Figure 1. M4 wires.
Supply wires on this layer in grey.
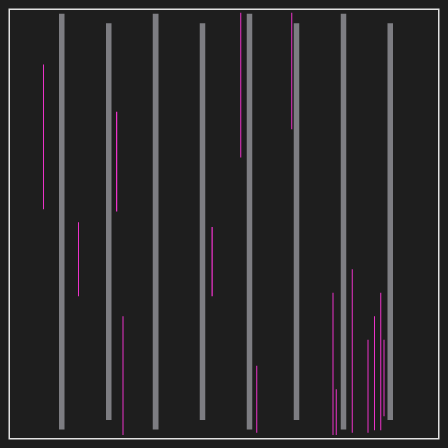
Figure 2. Routed clock nets over the placement.
The bar under the picture is 20 um long.
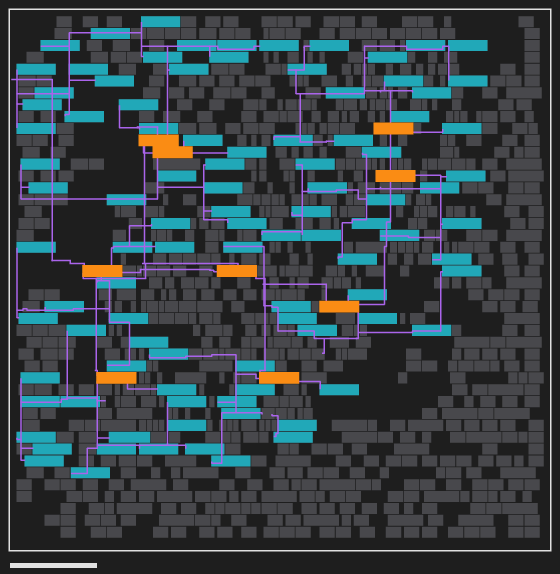
Figure 3. Clock wiring as the flow saved it.
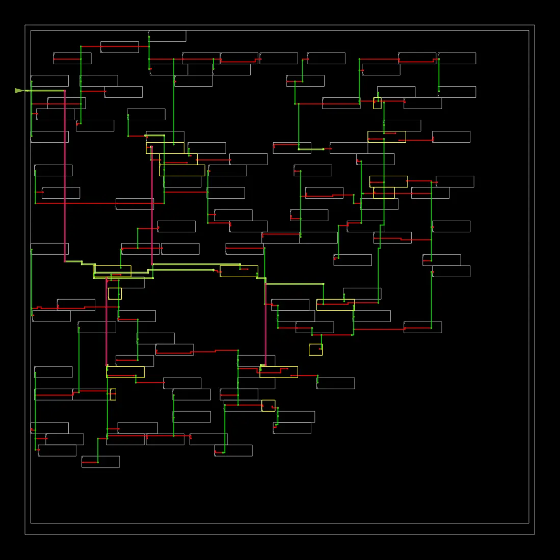
===== src/rtl/burst_transfer_engine_pkg.sv =====
// Shared encodings for the burst transfer engine: FSM states and transfer direction.
// The arbiter uses the same values, so they must not be renumbered.
package burst_transfer_engine_pkg;

   typedef enum logic [1:0] {
      ST_IDLE = 2'd0,
      ST_RD   = 2'd1,
      ST_WR   = 2'd2,
      ST_DONE = 2'd3
   } state_e;

   localparam logic RW_CORE_WRITE = 1'b1;
   localparam logic RW_CORE_READ  = 1'b0;

   // Exactly one bit set; grant vectors are zero-extended to 32 bits by the caller.
   function automatic logic is_one_hot(input logic [31:0] vec);
      return (vec != 32'd0) && ((vec & (vec - 32'd1)) == 32'd0);
   endfunction

endpackage


===== src/rtl/burst_transfer_engine_beat_counter.sv =====
// Beat counter with synchronous clear, increment and a flag raised when the
// next increment reaches the terminal count.
module burst_beat_counter
   import burst_transfer_engine_pkg::*;
#(
   parameter int WIDTH = 6
) (
   input  logic             clk,
   input  logic             rst_n,
   input  logic             clr,
   input  logic             inc,
   input  logic [WIDTH-1:0] term,
   output logic [WIDTH-1:0] cnt,
   output logic             at_last
);

   logic [WIDTH-1:0] cnt_r;

   // Count register: clear wins over increment.
   always_ff @(posedge clk or negedge rst_n) begin
      if (!rst_n) begin
         cnt_r <= '0;
      end else if (clr) begin
         cnt_r <= '0;
      end else if (inc) begin
         cnt_r <= cnt_r + WIDTH'(1);
      end else begin
         cnt_r <= cnt_r;
      end
   end

   assign cnt     = cnt_r;
   assign at_last = (cnt_r == (term - WIDTH'(1)));

endmodule


===== src/rtl/burst_transfer_engine.sv =====
// Latches one granted transaction and runs its burst on the main-memory bus,
// steering beats between memory and the granted PE core, then pulses done.
module burst_transfer_engine
   import burst_transfer_engine_pkg::*;
#(
   parameter int MAIN_MEM_ADDR_WIDTH = 32,
   parameter int NUM_CORES           = 4,
   parameter int BURST_WIDTH         = 6,
   parameter int DATA_WIDTH          = 32,
   parameter int ADDR_STRIDE         = 4
) (
   input  logic                            w_clock,
   input  logic                            w_reset_n,
   input  logic [NUM_CORES-1:0]            w_grant,
   input  logic [MAIN_MEM_ADDR_WIDTH-1:0]  w_addr,
   input  logic                            w_rw,
   input  logic [BURST_WIDTH-1:0]          w_burst,
   output logic                            w_busy,
   output logic                            w_done,
   output logic                            w_err,
   output logic                            w_mem_req,
   output logic                            w_mem_we,
   output logic [MAIN_MEM_ADDR_WIDTH-1:0]  w_mem_addr,
   output logic [DATA_WIDTH-1:0]           w_mem_wdata,
   input  logic                            w_mem_ready,
   input  logic [DATA_WIDTH-1:0]           w_mem_rdata,
   input  logic                            w_mem_rvalid,
   input  logic [NUM_CORES*DATA_WIDTH-1:0] w_core_wdata,
   input  logic [NUM_CORES-1:0]            w_core_wvalid,
   output logic [NUM_CORES-1:0]            w_core_wready,
   output logic [DATA_WIDTH-1:0]           w_core_rdata,
   output logic [NUM_CORES-1:0]            w_core_rvalid
);

   localparam int SEL_W = (NUM_CORES > 1) ? $clog2(NUM_CORES) : 1;

   state_e                         state_r;
   logic [NUM_CORES-1:0]           grant_r;
   logic [SEL_W-1:0]               sel_r;
   logic [MAIN_MEM_ADDR_WIDTH-1:0] addr_r;
   logic [BURST_WIDTH-1:0]         burst_r;
   logic                           busy_r;
   logic                           done_r;
   logic                           err_r;
   logic [DATA_WIDTH-1:0]          core_rdata_r;
   logic [NUM_CORES-1:0]           core_rvalid_r;

   logic [SEL_W-1:0]       sel_s;
   logic                   one_hot_s;
   logic                   launch_s;
   logic                   in_wr_s;
   logic                   in_rd_s;
   logic                   mem_req_s;
   logic                   beat_s;
   logic                   rd_accept_s;
   logic                   err_set_s;
   logic [BURST_WIDTH-1:0] req_cnt_s;
   logic [BURST_WIDTH-1:0] resp_cnt_s;
   logic                   req_last_s;
   logic                   resp_last_s;

   // One-hot grant to core index.
   always_comb begin
      sel_s = '0;
      for (int i = 0; i < NUM_CORES; i++) begin
         if (w_grant[i]) begin
            sel_s = SEL_W'(i);
         end else begin
            sel_s = sel_s;
         end
      end
   end

   assign one_hot_s = is_one_hot(32'(w_grant));
   assign launch_s  = (state_r == ST_IDLE) && one_hot_s;
   assign in_wr_s   = (state_r == ST_WR);
   assign in_rd_s   = (state_r == ST_RD);

   // Request generation: writes follow the selected core's valid, reads issue until all are sent.
   always_comb begin
      if (in_wr_s) begin
         mem_req_s = w_core_wvalid[sel_r];
      end else if (in_rd_s) begin
         mem_req_s = (req_cnt_s != burst_r);
      end else begin
         mem_req_s = 1'b0;
      end
   end

   assign beat_s      = mem_req_s && w_mem_ready;
   // A response with nothing outstanding is treated as an error and never forwarded.
   assign rd_accept_s = in_rd_s && w_mem_rvalid && (req_cnt_s != resp_cnt_s);
   assign err_set_s   = (w_mem_rvalid && !rd_accept_s) ||
                        ((state_r == ST_IDLE) && (w_grant != '0) && !one_hot_s);

   burst_beat_counter #(.WIDTH(BURST_WIDTH)) u_req_cnt (
      .clk     (w_clock),
      .rst_n   (w_reset_n),
      .clr     (launch_s),
      .inc     (beat_s),
      .term    (burst_r),
      .cnt     (req_cnt_s),
      .at_last (req_last_s)
   );

   burst_beat_counter #(.WIDTH(BURST_WIDTH)) u_resp_cnt (
      .clk     (w_clock),
      .rst_n   (w_reset_n),
      .clr     (launch_s),
      .inc     (rd_accept_s),
      .term    (burst_r),
      .cnt     (resp_cnt_s),
      .at_last (resp_last_s)
   );

   // Transaction FSM with its registered status and read-return outputs.
   always_ff @(posedge w_clock or negedge w_reset_n) begin
      if (!w_reset_n) begin
         state_r       <= ST_IDLE;
         grant_r       <= '0;
         sel_r         <= '0;
         addr_r        <= '0;
         burst_r       <= '0;
         busy_r        <= 1'b0;
         done_r        <= 1'b0;
         err_r         <= 1'b0;
         core_rdata_r  <= '0;
         core_rvalid_r <= '0;
      end else begin
         err_r         <= err_r || err_set_s;
         core_rvalid_r <= rd_accept_s ? grant_r : '0;
         core_rdata_r  <= rd_accept_s ? w_mem_rdata : core_rdata_r;
         if (beat_s) begin
            addr_r <= addr_r + MAIN_MEM_ADDR_WIDTH'(ADDR_STRIDE);
         end else if (launch_s) begin
            addr_r <= w_addr;
         end else begin
            addr_r <= addr_r;
         end
         case (state_r)
            ST_IDLE: begin
               done_r <= 1'b0;
               if (launch_s) begin
                  grant_r <= w_grant;
                  sel_r   <= sel_s;
                  burst_r <= w_burst;
                  busy_r  <= 1'b1;
                  if (w_burst == '0) begin
                     state_r <= ST_DONE;
                     done_r  <= 1'b1;
                  end else if (w_rw == RW_CORE_WRITE) begin
                     state_r <= ST_WR;
                  end else begin
                     state_r <= ST_RD;
                  end
               end else begin
                  state_r <= ST_IDLE;
               end
            end
            ST_WR: begin
               if (beat_s && req_last_s) begin
                  state_r <= ST_DONE;
                  done_r  <= 1'b1;
               end else begin
                  state_r <= ST_WR;
               end
            end
            ST_RD: begin
               if (rd_accept_s && resp_last_s) begin
                  state_r <= ST_DONE;
                  done_r  <= 1'b1;
               end else begin
                  state_r <= ST_RD;
               end
            end
            ST_DONE: begin
               state_r <= ST_IDLE;
               done_r  <= 1'b0;
               busy_r  <= 1'b0;
            end
            default: begin
               state_r <= ST_IDLE;
               done_r  <= 1'b0;
               busy_r  <= 1'b0;
            end
         endcase
      end
   end

   assign w_busy        = busy_r;
   assign w_done        = done_r;
   assign w_err         = err_r;
   assign w_mem_req     = mem_req_s;
   assign w_mem_we      = in_wr_s ? RW_CORE_WRITE : RW_CORE_READ;
   assign w_mem_addr    = addr_r;
   assign w_mem_wdata   = in_wr_s ? w_core_wdata[sel_r*DATA_WIDTH +: DATA_WIDTH] : '0;
   assign w_core_wready = (in_wr_s && beat_s) ? grant_r : '0;
   assign w_core_rdata  = core_rdata_r;
   assign w_core_rvalid = core_rvalid_r;

endmodule


===== config.mk =====
export PLATFORM = sky130hd
export DESIGN_NAME = burst_transfer_engine
export DESIGN_NICKNAME = d
export VERILOG_FILES = /design/src/rtl/burst_transfer_engine_pkg.sv /design/src/rtl/burst_transfer_engine_beat_counter.sv /design/src/rtl/burst_transfer_engine.sv
export SDC_FILE = /design/constraint.sdc
export NUM_CORES = 1
export LEC_CHECK = 0
export CAP_MARGIN = 10
export CORE_UTILIZATION = 40
export DETAILED_ROUTE_END_ITERATION = 8
export PLACE_DENSITY = 0.8
export RECOVER_POWER = 25
export SLEW_MARGIN = 0
export SYNTH_ARGS = -nofsm -noshare
export SYNTH_HDL_FRONTEND = slang
export SYNTH_SLANG_ARGS = --single-unit

===== constraint.sdc =====
create_clock -name w_clock -period 3.29 [get_ports w_clock]
set_input_delay 0.4935 -clock w_clock [delete_from_list [all_inputs] [get_ports w_clock]]
set_output_delay 0.4935 -clock w_clock [all_outputs]
set_load 0.005 [all_outputs]

==> reports/summary.txt <==
outcome: finished with violations
violated checks: max-capacitance violations, max-slew violations
number of global-route vias before repair: 5648
met1 Use GR: 31.9%
Synth Warn #: 0
R2R Setup Slk: 0.61 ns
power per cell area: 748 nW/um2
Reg area: 2430 um2
Top-area cell share: 41.0%
num ports: 320
synth top area cells: dfrtp_1, mux4_2, mux2_2, nand2_1, and2_1
share of cells above drive strength 1: 12.5%
ys cells: 568
fp util: 40.9%
M1 wire length: 7780 um
total power: 7200 uW
final wirelength: 19800 um
largest net degree at the start of global routing: 86
Final Hold Fails: 0
MUX area fraction: 19.1%
post-CTS setup buffer count: 0
initial antenna violation count: 0
dpl cells: 1047
P&R area growth vs syn: 62.5%
fin cells: 1063
area of the core: 14500 um2
WS Path Type: reg2out
worst rel slew slack: -42.2%
Final Util: 66.5%
CTS tree: built
clk buf depth: 2
Die X: 124 um
Max-cap violations: 1
Post-DRT Antenna Nets: 0
WHS Endpoint: w_mem_addr[0]
CP arrival: 2.63 ns
Vias per Instance: 5.45
RePlAce Congestion: 0.830
Crit. Startpoint: sel_r[0]
Syn Inst Count: 568
unrepaired setup endpoints after global routing: no
worst hold-check path type: reg2reg
H-Tree Depth: 3
Hold Startpoint: w_mem_addr[0]
period utilisation layout: 94.9%
maximum vdd drop: 0.000439 V
dpl ws: 0.186 ns
fin. max-slew vios: 86
CP Capture Point: w_core_wready[3]
metal2 WL: 9940 um
Layout Nets: 1093
AO/OA Area Share: 9.76%
worst hold stages: 2
die extent in y: 124 um
tool warnings: 29
Flops after synth: 97
-- Figure 1 (at the start) --
- main direction: vertical
- share of all routed wire: 2.3%
- wire length on this layer: 460 um
- nets with wire on the layer: 13
- longest straight run: 46.9 um

-- Figure 2 (at the start) --
- clock wires: purple (length 1260 um)
- clock drivers: orange (count 9)
- flip-flops: cyan (count 97)
- routed clock nets: 10
- flops lie: widely spread
Clk power: 1080 uW
Latency at later pin: 0.35 ns
clock power share: 15.1%
Final Skew: 0.0104 ns

-- Figure 3 (at the start) --
Num CTS Buffers: 9
CTS Sinks: 97
Clock Buffer Count: 11
flip-flops: 97

[worst max-delay path: stages, from the launching register on]
cell             delay (ns)
dfrtp_2                0.51
mux4_2                 0.56
and2_4                 0.19
o31a_2                 0.39
and3_1                 0.20
clkdlybuf4s50_1        0.44
[final cells by class]
type,count,share of cell area (%)
timing repair buffer,333,34.6
multi-input combinational,425,34.4
sequential,97,25.2
clock buffer,11,2.52
tap,184,2.39
clock inverter,5,0.637
inverter,8,0.312
[power by group]
group / leakage [uW] / internal, uW / switching [uW] / total [uW]
Sequential: 0.00117 / 1700 / 498 / 2200
Combinational: 0.00255 / 2320 / 1600 / 3920
Clock: 0.000151 / 617 / 468 / 1080
No activity file was given, so power comes from the tool's default toggle rates.
